## config.mk

```make
export PLATFORM = sky130hd
export DESIGN_NAME = fetch_sequencer
export DESIGN_NICKNAME = d
export VERILOG_FILES = /design/src/rtl/fetch_sequencer.sv
export SDC_FILE = /design/constraint.sdc
export NUM_CORES = 1
export LEC_CHECK = 0
export CORE_MARGIN = 2
export CORE_UTILIZATION = 55
export DETAILED_ROUTE_END_ITERATION = 16
export PLACE_DENSITY = 0.86
export RECOVER_POWER = 50
export SYNTH_ARGS = -nofsm -noshare
export SYNTH_HDL_FRONTEND = slang
export SYNTH_SLANG_ARGS = --single-unit
```

## constraint.sdc

```tcl
create_clock -name clk -period 19.6 [get_ports clk]
set_clock_uncertainty 0.15 [all_clocks]
set_input_delay 3.92 -clock clk [delete_from_list [all_inputs] [get_ports clk]]
set_output_delay 3.92 -clock clk [all_outputs]
set_load 0.005 [all_outputs]
```

## src/rtl/fetch_sequencer.sv

```systemverilog
// Instruction-fetch sequencer: owns the fetch PC, feeds a 2-entry
// instruction queue to decode, handles redirects and fetch faults.
//
// Ports:
//   clk, rst_n     clock, synchronous active-low reset
//   imem_addr      word index to instruction memory (fetch_pc >> 2)
//   imem_instr     combinational read data for imem_addr
//   redirect_valid load redirect_pc this cycle, flushing the queue
//   redirect_pc    byte address of the new fetch target
//   inst_valid     queue head valid
//   inst_ready     decode accepts the head this cycle
//   inst_out       queue head instruction (holds when not valid)
//   inst_pc        byte address of inst_out (holds when not valid)
//   fault          sticky fetch fault (misaligned or out of range)
//   queue_count    entries held, 0..2
module fetch_sequencer #(
  parameter int unsigned DEPTH    = 256,
  parameter logic [63:0] RESET_PC = 64'h0
) (
  input  logic        clk,
  input  logic        rst_n,
  output logic [63:0] imem_addr,
  input  logic [31:0] imem_instr,
  input  logic        redirect_valid,
  input  logic [63:0] redirect_pc,
  output logic        inst_valid,
  input  logic        inst_ready,
  output logic [31:0] inst_out,
  output logic [63:0] inst_pc,
  output logic        fault,
  output logic [1:0]  queue_count
);

  typedef enum logic {
    RUN,
    FAULT
  } state_t;

  state_t      state;
  logic [63:0] fetch_pc;
  logic [31:0] q_instr [2];
  logic [63:0] q_pc    [2];
  logic [1:0]  count;
  logic        fault_q;

  logic pop;
  logic space;
  logic attempt;
  logic bad;
  logic push;

  assign imem_addr = fetch_pc >> 2;

  assign pop     = (count != 2'd0) && inst_ready && !redirect_valid;
  // A pop frees the tail slot in the same cycle, so a full queue
  // can still accept a new word and keep one instruction per cycle.
  assign space   = (count != 2'd2) || pop;
  assign attempt = (state == RUN) && !redirect_valid && space;
  assign bad     = (fetch_pc[1:0] != 2'b00) ||
                   (imem_addr >= 64'(DEPTH));
  assign push    = attempt && !bad;

  assign inst_valid  = (count != 2'd0);
  assign inst_out    = q_instr[0];
  assign inst_pc     = q_pc[0];
  assign fault       = fault_q;
  assign queue_count = count;

  always_ff @(posedge clk) begin
    if (!rst_n) begin
      state      <= RUN;
      fault_q    <= 1'b0;
      fetch_pc   <= RESET_PC;
      count      <= 2'd0;
      q_instr[0] <= '0;
      q_instr[1] <= '0;
      q_pc[0]    <= '0;
      q_pc[1]    <= '0;
    end else if (redirect_valid) begin
      // Entries are dropped but q[0] is kept so the head outputs hold.
      state    <= RUN;
      fault_q  <= 1'b0;
      fetch_pc <= redirect_pc;
      count    <= 2'd0;
    end else begin
      if (attempt && bad) begin
        state   <= FAULT;
        fault_q <= 1'b1;
      end
      if (push) begin
        fetch_pc <= fetch_pc + 64'd4;
      end
      unique case (1'b1)
        (push && pop): begin
          if (count == 2'd2) begin
            q_instr[0] <= q_instr[1];
            q_pc[0]    <= q_pc[1];
            q_instr[1] <= imem_instr;
            q_pc[1]    <= fetch_pc;
          end else begin
            q_instr[0] <= imem_instr;
            q_pc[0]    <= fetch_pc;
          end
        end
        (pop && !push): begin
          if (count == 2'd2) begin
            q_instr[0] <= q_instr[1];
            q_pc[0]    <= q_pc[1];
          end
          count <= count - 2'd1;
        end
        (push && !pop): begin
          if (count == 2'd0) begin
            q_instr[0] <= imem_instr;
            q_pc[0]    <= fetch_pc;
          end else begin
            q_instr[1] <= imem_instr;
            q_pc[1]    <= fetch_pc;
          end
          count <= count + 2'd1;
        end
        default: begin
        end
      endcase
    end
  end

endmodule

```

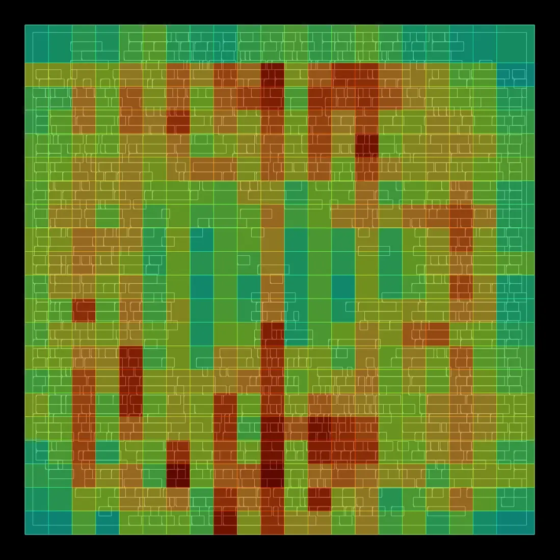
Fig. 1. Routing congestion map.
final routed wire length divided by cell count: 19.2 um
met3 Use GR: 0.0590
most heavily used metal layer in global routing: met2
global routing usage on met2: 0.358
total routing resource utilization after global routing: 0.216

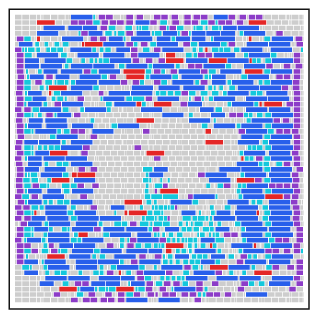
Fig. 2. Cells coloured by class.
(2 px per um) Fill, decap, tap and diode cells in grey.
class	colour	cells	share of their area
flip-flops	blue	259	52%
all other logic	cyan	426	22%
clock drivers and dummy loads	red	48	6.0%
other buffers and delay cells	purple	268	19%

==> run notes <==
Implementation results are summarized by area below.

Global route
The first-pass GRT wire length is ~38,000 um. The number of global-route vias before repair is approximately 6,800. The maximum number of pins on one net before global-route repair is 97. The initial antenna violation count is 0.

Per the GRT congestion report, total overflow comes to 0.

Routing
After detailed routing, the number of vias per cell comes to between 5 and 6. The number of nets still failing antenna checks after routing is 0. The overall via count from detail_route is 7,001. The script parses the final routing iteration and logs DRC violations as 0.

Before antenna repair, the detailed router went through 5 iterations. The violation tally recorded at the end of detailed-routing iteration 0 is 521. The detailed-route wire length is 24,500 um.

Yosys
The area of the mapped netlist is 0.0116 sq mm. The yosys warning tally is 0. After synthesis, the mean cell area works out to 12.9 sq um. The flip-flop and latch count after synthesis is about 260. The number of standard cells reported by yosys is approximately 900. In the synthesized netlist the async set-or-reset flop fraction comes to 0.

The dominant register cell is sky130_fd_sc_hd__edfxtp_1. For this run, the register share of the synthesized area comes to 0.614. The unique cell type count in the Yosys netlist is between 50 and 60. The Yosys chip area is 0.0116 sq mm. The synthesized instance count is 896. Yosys mapped a number of flops with a built-in enable equal to 192.

Clocking
The number of clock buffers inserted by TritonCTS is 26. TritonCTS built the clock tree. The post-cts sizing count is 0. The count of H-tree levels built during CTS is 1. The number of setup buffers added after CTS is 0. TritonCTS reports the number of clock sinks as ~260. Clock latency on the worst-skew pair, taken at its later pin, is between 500 and 600 ps. The root buffer cell is sky130_fd_sc_hd__clkbuf_16. The post-CTS hold buffer count recorded in the log is 0.

Per the post-CTS timing run, clock transition at the registers of the reported paths is roughly 60 ps. The largest buffer count on any clock path is 3.

Power and ir drop
The total power draw is 0.00118 W. The power density over the cells is 84.6 mW/mm^2. The net switching power is ~0.00025 W.

The script computed the net switching share of total power as 0.213. The sequential-cell power consumption is around 0.00062 W. The power report puts the leakage power at 5.51 nW. Per the power-grid run, VDD falls by no more than between 0.05 and 0.06 mV. The part of the power in the clock network is 0.400. The clock network power is 0.000472 W. The combinational cell fraction of total power is 0.071. The share of total power dissipated in sequential elements is 0.529. The dominant power group is sequential cells.

The combinational group power is 0.0000834 W. The internal portion of total power is around 0.00093 W.

Die
The die is 149 um wide. Row generation in the floorplan step produced between 50 and 60 rows. The effective utilization at floorplan is 0.556. The core area is 0.0208 sq mm. The vertical die size is 149 um. The die footprint is 0.0222 sq mm. In this run the count of I/O pins placed on the die edge is 264.

Final layout
According to the finish report, the design has a final net count of between 1,000 and 1,500. The register with the most flip-flops in the layout has 128 of them. After routing the design area is roughly 0.014 sq mm. Leaving out fill and tap cells, the most frequent cells in the layout are sky130_fd_sc_hd__edfxtp_1 (192), sky130_fd_sc_hd__dlygate4sd3_1 (163), sky130_fd_sc_hd__clkdlybuf4s50_1 (97). The final instance count without filler cells is 1,276.

The largest register by flop count is q_pc. The antenna diode instance count is 0. The largest registers in the layout are q_pc x128, fetch_pc x64, q_instr x64.

The finished layout reports a core utilization of 0.670. Leaving out fill and tap cells, the most frequent cell in the layout is sky130_fd_sc_hd__edfxtp_1. Per the final layout report, the fraction of cells sized above drive strength 1 comes to 0.0549. The area growth from synthesis to layout is 20.5%.

Min path
The critical hold path startpoint is q_pc[0][98]$_DFFE_PP_. Counting instances, the worst hold path has a depth of 1. According to the hold report, the worst path is of the reg -> reg type. The end point of the most critical hold path is q_pc[0][34]$_DFFE_PP_.

Setup path
The timing report gives the biggest stage delay along the critical path as 2550 ps. The startpoint of the worst register-to-register path is fetch_pc[14]$_SDFFE_PN0N_. The worst setup path is captured at a register. The peak fanout along the critical path is 73. Listed in order, past its start point the critical path passes clkbuf_1, nor2_1, o21ai_0, and4b_1, and2_0, ha_1, inv_1, o21ai_0, o21a_1, o21ai_0, buf_4.

The largest individual stage delay along the critical path comes from the cell sky130_fd_sc_hd__o21ai_0. The number of cells traversed by the worst register-to-register path is 9. The worst setup path is launched from an input pin. The data required time reported for the critical path is 19,590 ps. The capture point of the worst reg-to-reg path is q_pc[0][38]$_DFFE_PP_.

For the worst setup path, the data arrival time is 10,890 ps. The worst reg-to-reg setup slack is 12,440 ps. The critical path is of the in -> reg type. The most numerous cell type found on the critical path is sky130_fd_sc_hd__o21ai_0.

STA
The final-report setup violation count is 0. The fmax is slightly above 0.09 GHz. The final worst hold slack is 383 ps. For the final routed database, the setup TNS stands at 0 ps. The worst path meets setup with ~8700 ps of slack. Counting pins that exceed their max-slew limit in the final report gives 315.

The worst max-slew margin expressed relative to the limit is -2.01. Looking at the max-slew report, the worst-margin pin has a slew of between 4000 and 5000 ps. The minimum period implied by the final worst setup slack is approximately 11,000 ps. Post-route period utilization is reported as 0.556. The final tally of hold violations is 0. Setup repair after global routing left no endpoint under its margin.

Place
The placed instances occupy a cell area of 0.0132 sq mm. Once placement completed, the tool counted placed cells totaling 1,228. The HPWL after detailed placement is 15,700 um. The weighted congestion reported at the end of routability-driven placement is 0.800.

The count of buffers added on input and output ports is 261. The pre-CTS setup slack is 11,630 ps.

Outcome
The run finished, with violations left. The checks that failed: capacitance limit, slew limit.

Job
The max-capacitance violation count is 6. Summing over the stages, the warning tally comes to 30.
==> critical path: cells and delay by family <==
family                     cells  cell delay [ps]
and+or+nand+nor                3              910
AOI/OAI and AO/OA              4             2970
buffers and inverters          3             2610
adders and majority gates      1              360
==> cell usage after synthesis, types with 2 or more instances <==
cell type                  count  area share
sky130_fd_sc_hd__o211ai_1     10      0.0065
sky130_fd_sc_hd__a21oi_1       5      0.0022
sky130_fd_sc_hd__nand2_1       6      0.0019
sky130_fd_sc_hd__clkbuf_1     26      0.0084
sky130_fd_sc_hd__o21ai_0       3      0.0013
sky130_fd_sc_hd__nor2_1       67       0.022
sky130_fd_sc_hd__nand3_1       9      0.0039
sky130_fd_sc_hd__nor3b_1       2      0.0013
sky130_fd_sc_hd__inv_1         8      0.0026
sky130_fd_sc_hd__or4_1         5      0.0032
sky130_fd_sc_hd__and2_2        2      0.0013
sky130_fd_sc_hd__edfxtp_1    192        0.50
sky130_fd_sc_hd__buf_4       160        0.10
sky130_fd_sc_hd__and3_1        5      0.0027
sky130_fd_sc_hd__nor3_1        4      0.0017
sky130_fd_sc_hd__buf_2        19      0.0082
sky130_fd_sc_hd__a211o_2       2      0.0017
sky130_fd_sc_hd__and2_1       97       0.052
sky130_fd_sc_hd__a22o_1       95       0.072
sky130_fd_sc_hd__buf_6         2      0.0019
sky130_fd_sc_hd__xor2_1        2      0.0015
sky130_fd_sc_hd__nand4_1       3      0.0016
sky130_fd_sc_hd__a31oi_1       2      0.0011
sky130_fd_sc_hd__buf_1         5      0.0016
sky130_fd_sc_hd__nor4_1        8      0.0043
sky130_fd_sc_hd__mux2i_1      57       0.049
sky130_fd_sc_hd__dfxtp_1      67        0.12
sky130_fd_sc_hd__nand3b_1      6      0.0039
sky130_fd_sc_hd__ha_1          5      0.0054
==> cell type report <==
type,count,area [sq um]
Clock inverter,12,92.6
Clock buffer,36,729
Multi-Input combinational cell,417,3000
Sequential cell,259,7110
Tap cell,275,344
Fill cell,1481,6870
Timing Repair Buffer,268,2650
Inverter,9,33.8
==> layer usage <==
metal | vias to the layer above | part of all wire | GRT usage
li1 | 3247 | - | -
met1 | 3395 | 0.40 | 0.275
met2 | 306 | 0.48 | 0.358
met3 | 53 | 0.089 | 0.0590
met4 | 0 | 0.030 | 0.0710
met5 | - | 0 | 0
==> cell families after synthesis <==
kind of cell	after synthesis	synth area share
DFF	259	0.614
and+or+nand+nor	224	0.109
buffers and inverters	221	0.127
AOI/OAI and AO/OA	127	0.0940
muxes	57	0.0493
adders and majority gates	5	0.00540
xor gates and xnor gates	2	0.00151
other	1	0.000324
==> worst max path at each step <==
| stage | start | end | slack, ps | cells past startpoint |
|---|---|---|---|---|
| final | redirect_valid | q_pc[0][38]$_DFFE_PP_ | 8700 | 11 |
| after floorplan | redirect_valid | q_instr[0][32]$_DFFE_PP_ | 6620 | 10 |
| after CTS | inst_ready | q_pc[0][32]$_DFFE_PP_ | 12170 | 9 |
| after global placement | inst_ready | q_pc[0][32]$_DFFE_PP_ | 11760 | 9 |
| after detailed placement | inst_ready | q_pc[0][36]$_DFFE_PP_ | 11630 | 9 |
| after global routing | redirect_valid | q_pc[0][32]$_DFFE_PP_ | 8150 | 11 |
Power is estimated from default activity; no workload was simulated.
